Figure 1. Metal 3.
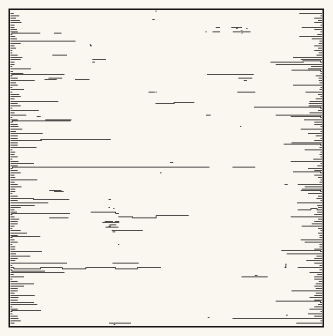
Figure 2. The metal 4 layer.
The bar under the picture is 50 um long. Supply wires on this layer in grey.
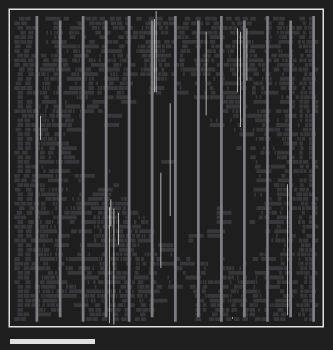
Figure 3. Metal 2.
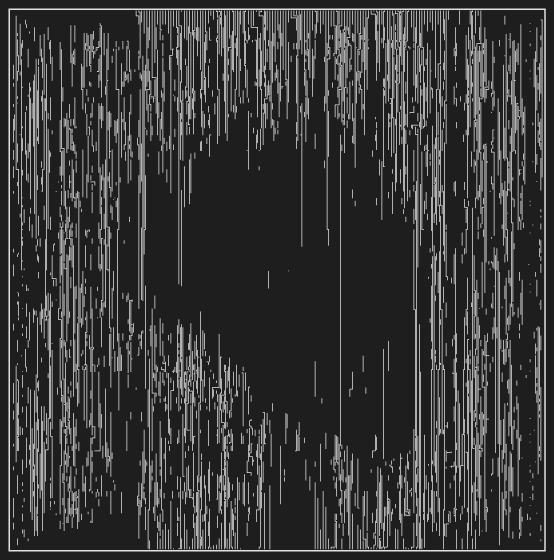
File: config.mk
export PLATFORM = sky130hd
export DESIGN_NAME = blowfish_req_arbiter
export DESIGN_NICKNAME = d
export VERILOG_FILES = /design/src/rtl/blowfish_req_arbiter.sv
export SDC_FILE = /design/constraint.sdc
export NUM_CORES = 1
export LEC_CHECK = 0
export CAP_MARGIN = 20
export CORE_AREA = 2 2 182 184
export DETAILED_ROUTE_END_ITERATION = 10
export DIE_AREA = 0 0 184 186
export GPL_TIMING_DRIVEN = 0
export PLACE_DENSITY = 0.64
export SLEW_MARGIN = 20
export SYNTH_ARGS = -nofsm -noshare
export SYNTH_HDL_FRONTEND = slang
export SYNTH_SLANG_ARGS = --single-unit
File: constraint.sdc
create_clock -name clk -period 5.5 [get_ports clk]
set_input_delay 0.55 -clock clk [delete_from_list [all_inputs] [get_ports clk]]
set_output_delay 0.55 -clock clk [all_outputs]
set_load 0.02 [all_outputs]
File: src/rtl/blowfish_req_arbiter.sv
// Round-robin arbiter feeding two requesters into Blowfish enc/dec cores.
// One job in flight; per-wait-state timeout yields an error response.
//
// Ports:
//   clk, reset          clock, async active-low reset
//   reqN_valid/decrypt  request N pending, 1 = decrypt
//   reqN_data           64-bit block for request N
//   reqN_ready          one-cycle accept pulse
//   resp_valid/id       one-cycle result pulse, requester index
//   resp_data/error     result block, timeout flag (held until next result)
//   enc_*/dec_*         core plain bus, start pulse, busy/init, cipher
//   abort_blowfish      abort pulse to the decrypt core on timeout
module blowfish_req_arbiter #(
  parameter int unsigned TIMEOUT = 255
) (
  input  logic        clk,
  input  logic        reset,
  input  logic        req0_valid,
  input  logic        req1_valid,
  input  logic        req0_decrypt,
  input  logic        req1_decrypt,
  input  logic [63:0] req0_data,
  input  logic [63:0] req1_data,
  output logic        req0_ready,
  output logic        req1_ready,
  output logic        resp_valid,
  output logic        resp_id,
  output logic [63:0] resp_data,
  output logic        resp_error,
  output logic [63:0] enc_plain,
  output logic [63:0] dec_plain,
  output logic        enc_start,
  output logic        dec_start,
  input  logic        enc_busy,
  input  logic        dec_busy,
  input  logic        enc_init,
  input  logic        dec_init,
  input  logic [63:0] enc_cipher,
  input  logic [63:0] dec_cipher,
  output logic        abort_blowfish
);

  localparam int CW =
    (TIMEOUT > 255) ? $clog2(TIMEOUT + 1) : 8;

  typedef enum logic [2:0] {
    IDLE,
    LAUNCH,
    WAIT_BUSY,
    WAIT_DONE,
    RESP
  } state_t;

  state_t        state_q, state_d;
  logic [CW-1:0] cnt_q, cnt_d, cnt_inc;
  logic [63:0]   job_data_q;
  logic          job_dec_q;
  logic          job_id_q;
  logic          last_grant_q;
  logic [63:0]   resp_data_q;
  logic          resp_id_q;
  logic          resp_err_q;

  logic elig0, elig1;
  logic grant_id;
  logic take;
  logic fin, fin_err;
  logic sel_busy;
  logic [63:0] sel_cipher;
  logic timed_out;

  // A decrypt needs the encrypt core idle too:
  // both cores share the key schedule.
  assign elig0 = req0_valid && !enc_init
              && (!req0_decrypt || !dec_init);
  assign elig1 = req1_valid && !enc_init
              && (!req1_decrypt || !dec_init);

  always_comb begin
    grant_id = 1'b0;
    unique case (1'b1)
      elig0 && elig1:  grant_id = !last_grant_q;
      elig1 && !elig0: grant_id = 1'b1;
      default:         grant_id = 1'b0;
    endcase
  end

  assign sel_busy   = job_dec_q ? dec_busy : enc_busy;
  assign sel_cipher = job_dec_q ? dec_cipher
                                : enc_cipher;

  assign cnt_inc   = (cnt_q == '1) ? cnt_q
                                   : cnt_q + 1'b1;
  assign timed_out = (cnt_inc >= CW'(TIMEOUT));

  always_comb begin
    state_d        = state_q;
    cnt_d          = cnt_q;
    req0_ready     = 1'b0;
    req1_ready     = 1'b0;
    enc_start      = 1'b0;
    dec_start      = 1'b0;
    abort_blowfish = 1'b0;
    take           = 1'b0;
    fin            = 1'b0;
    fin_err        = 1'b0;
    unique case (state_q)
      IDLE: begin
        if (elig0 || elig1) begin
          take       = 1'b1;
          req0_ready = !grant_id;
          req1_ready = grant_id;
          state_d    = LAUNCH;
        end
      end
      LAUNCH: begin
        enc_start = !job_dec_q;
        dec_start = job_dec_q;
        cnt_d     = '0;
        state_d   = WAIT_BUSY;
      end
      WAIT_BUSY: begin
        if (sel_busy) begin
          cnt_d   = '0;
          state_d = WAIT_DONE;
        end else if (timed_out) begin
          fin            = 1'b1;
          fin_err        = 1'b1;
          abort_blowfish = job_dec_q;
          state_d        = RESP;
        end else begin
          cnt_d = cnt_inc;
        end
      end
      WAIT_DONE: begin
        if (!sel_busy) begin
          fin     = 1'b1;
          state_d = RESP;
        end else if (timed_out) begin
          fin            = 1'b1;
          fin_err        = 1'b1;
          abort_blowfish = job_dec_q;
          state_d        = RESP;
        end else begin
          cnt_d = cnt_inc;
        end
      end
      RESP:    state_d = IDLE;
      default: state_d = IDLE;
    endcase
  end

  always_ff @(posedge clk or negedge reset) begin
    if (!reset) begin
      state_q      <= IDLE;
      cnt_q        <= '0;
      job_data_q   <= '0;
      job_dec_q    <= 1'b0;
      job_id_q     <= 1'b0;
      last_grant_q <= 1'b1;
      resp_data_q  <= '0;
      resp_id_q    <= 1'b0;
      resp_err_q   <= 1'b0;
    end else begin
      state_q <= state_d;
      cnt_q   <= cnt_d;
      if (take) begin
        job_data_q   <= grant_id ? req1_data
                                 : req0_data;
        job_dec_q    <= grant_id ? req1_decrypt
                                 : req0_decrypt;
        job_id_q     <= grant_id;
        last_grant_q <= grant_id;
      end
      if (fin) begin
        resp_data_q <= fin_err ? '0 : sel_cipher;
        resp_err_q  <= fin_err;
        resp_id_q   <= job_id_q;
      end
    end
  end

  assign resp_valid = (state_q == RESP);
  assign resp_id    = resp_id_q;
  assign resp_data  = resp_data_q;
  assign resp_error = resp_err_q;

  assign enc_plain =
    (state_q != IDLE && !job_dec_q) ? job_data_q
                                    : '0;
  assign dec_plain =
    (state_q != IDLE && job_dec_q) ? job_data_q
                                   : '0;

endmodule

==> impl_metrics.py <==
# Synthesis and PnR figures
metrics = {
    "cells_and_area": {
        "nonClkBufAreaFrac_pct": 35.91,
        "lay_top_count": "clkdlybuf4s50_1",
        "num-nets-final": 1727,
        "clk_share_pct": 4.132,
    },
    "logic_synthesis": {
        "flop_cell": "dfrtp_1",
        "logic_family": "simple AND/OR/NAND/NOR gates",
        "yosys_warnings": 0,
        "netlist_top_cells_count": "nand2_1, dfrtp_1, and2_1",
        "yosysTopAreaCellShare_pct": 41.81,
        "netlist_instances": 975,
        "ys_seq_share_pct": 42.11,
    },
    "status": {
        "outcome": "completed",
    },
    "final_timing": {
        "drv_slew": 0,
        "final_hold_viol_count": 0,
        "worst_pin_slew_ns": 0.9801,
        "fmax_ghz": 0.2502,
        "rsz0062_at_grt": "no",
    },
    "power": {
        "power_leader": "combinational cells",
        "p_comb_share_pct": 60.0,
        "comb-power_uw": 4560,
        "pg_clk_uw": 1210,
        "switchingPower_uw": 3330,
    },
    "setup_path": {
        "rr_startpoint": "state_q[1]$_DFFE_PN0P_",
        "worst_path_max_delay_cell": "nor4_2",
        "required_ns": 4.95,
        "crit_buf_inv": 3,
        "cp-start-kind": "input port",
    },
    "grt": {
        "antenna_found_initial": 3,
        "grt_max_degree": 88,
    },
    "job": {
        "maxCapViolations": 0,
    },
    "floorplan": {
        "dieArea_um2": 34220,
        "fp_util_pct": 26.58,
        "taps": 408,
        "die_y_um": 186,
    },
    "detailed_routing": {
        "drc": 0,
        "highest_layer": "met5",
    },
    "cts": {
        "ctsResizeCount": 0,
        "h-tree-depth": 4,
    },
}
Back to the opening pictures, Figure 1:
The layer carries 2550 um of wire. 313 nets have wire on it. The longest straight run is 116 um.
grt met3 use: 5.283%
final WL: 34.41 mm

Back to the opening pictures, Figure 2:
The layer holds 1.9% of the routed length. The longest straight run is 76.8 um. The layer carries 646 um of wire. The wires run mostly vertical. 14 nets have wire on it.
vias: 8893

Back to the opening pictures, Figure 3:
The wires run mostly vertical. The layer carries 17700 um of wire. The layer holds 52% of the routed length. 1423 nets have wire on it. The longest straight run is 107 um.
met2 GRT Util: 35.64%

Power figures rest on the tool's default switching activity, not on a simulated workload.
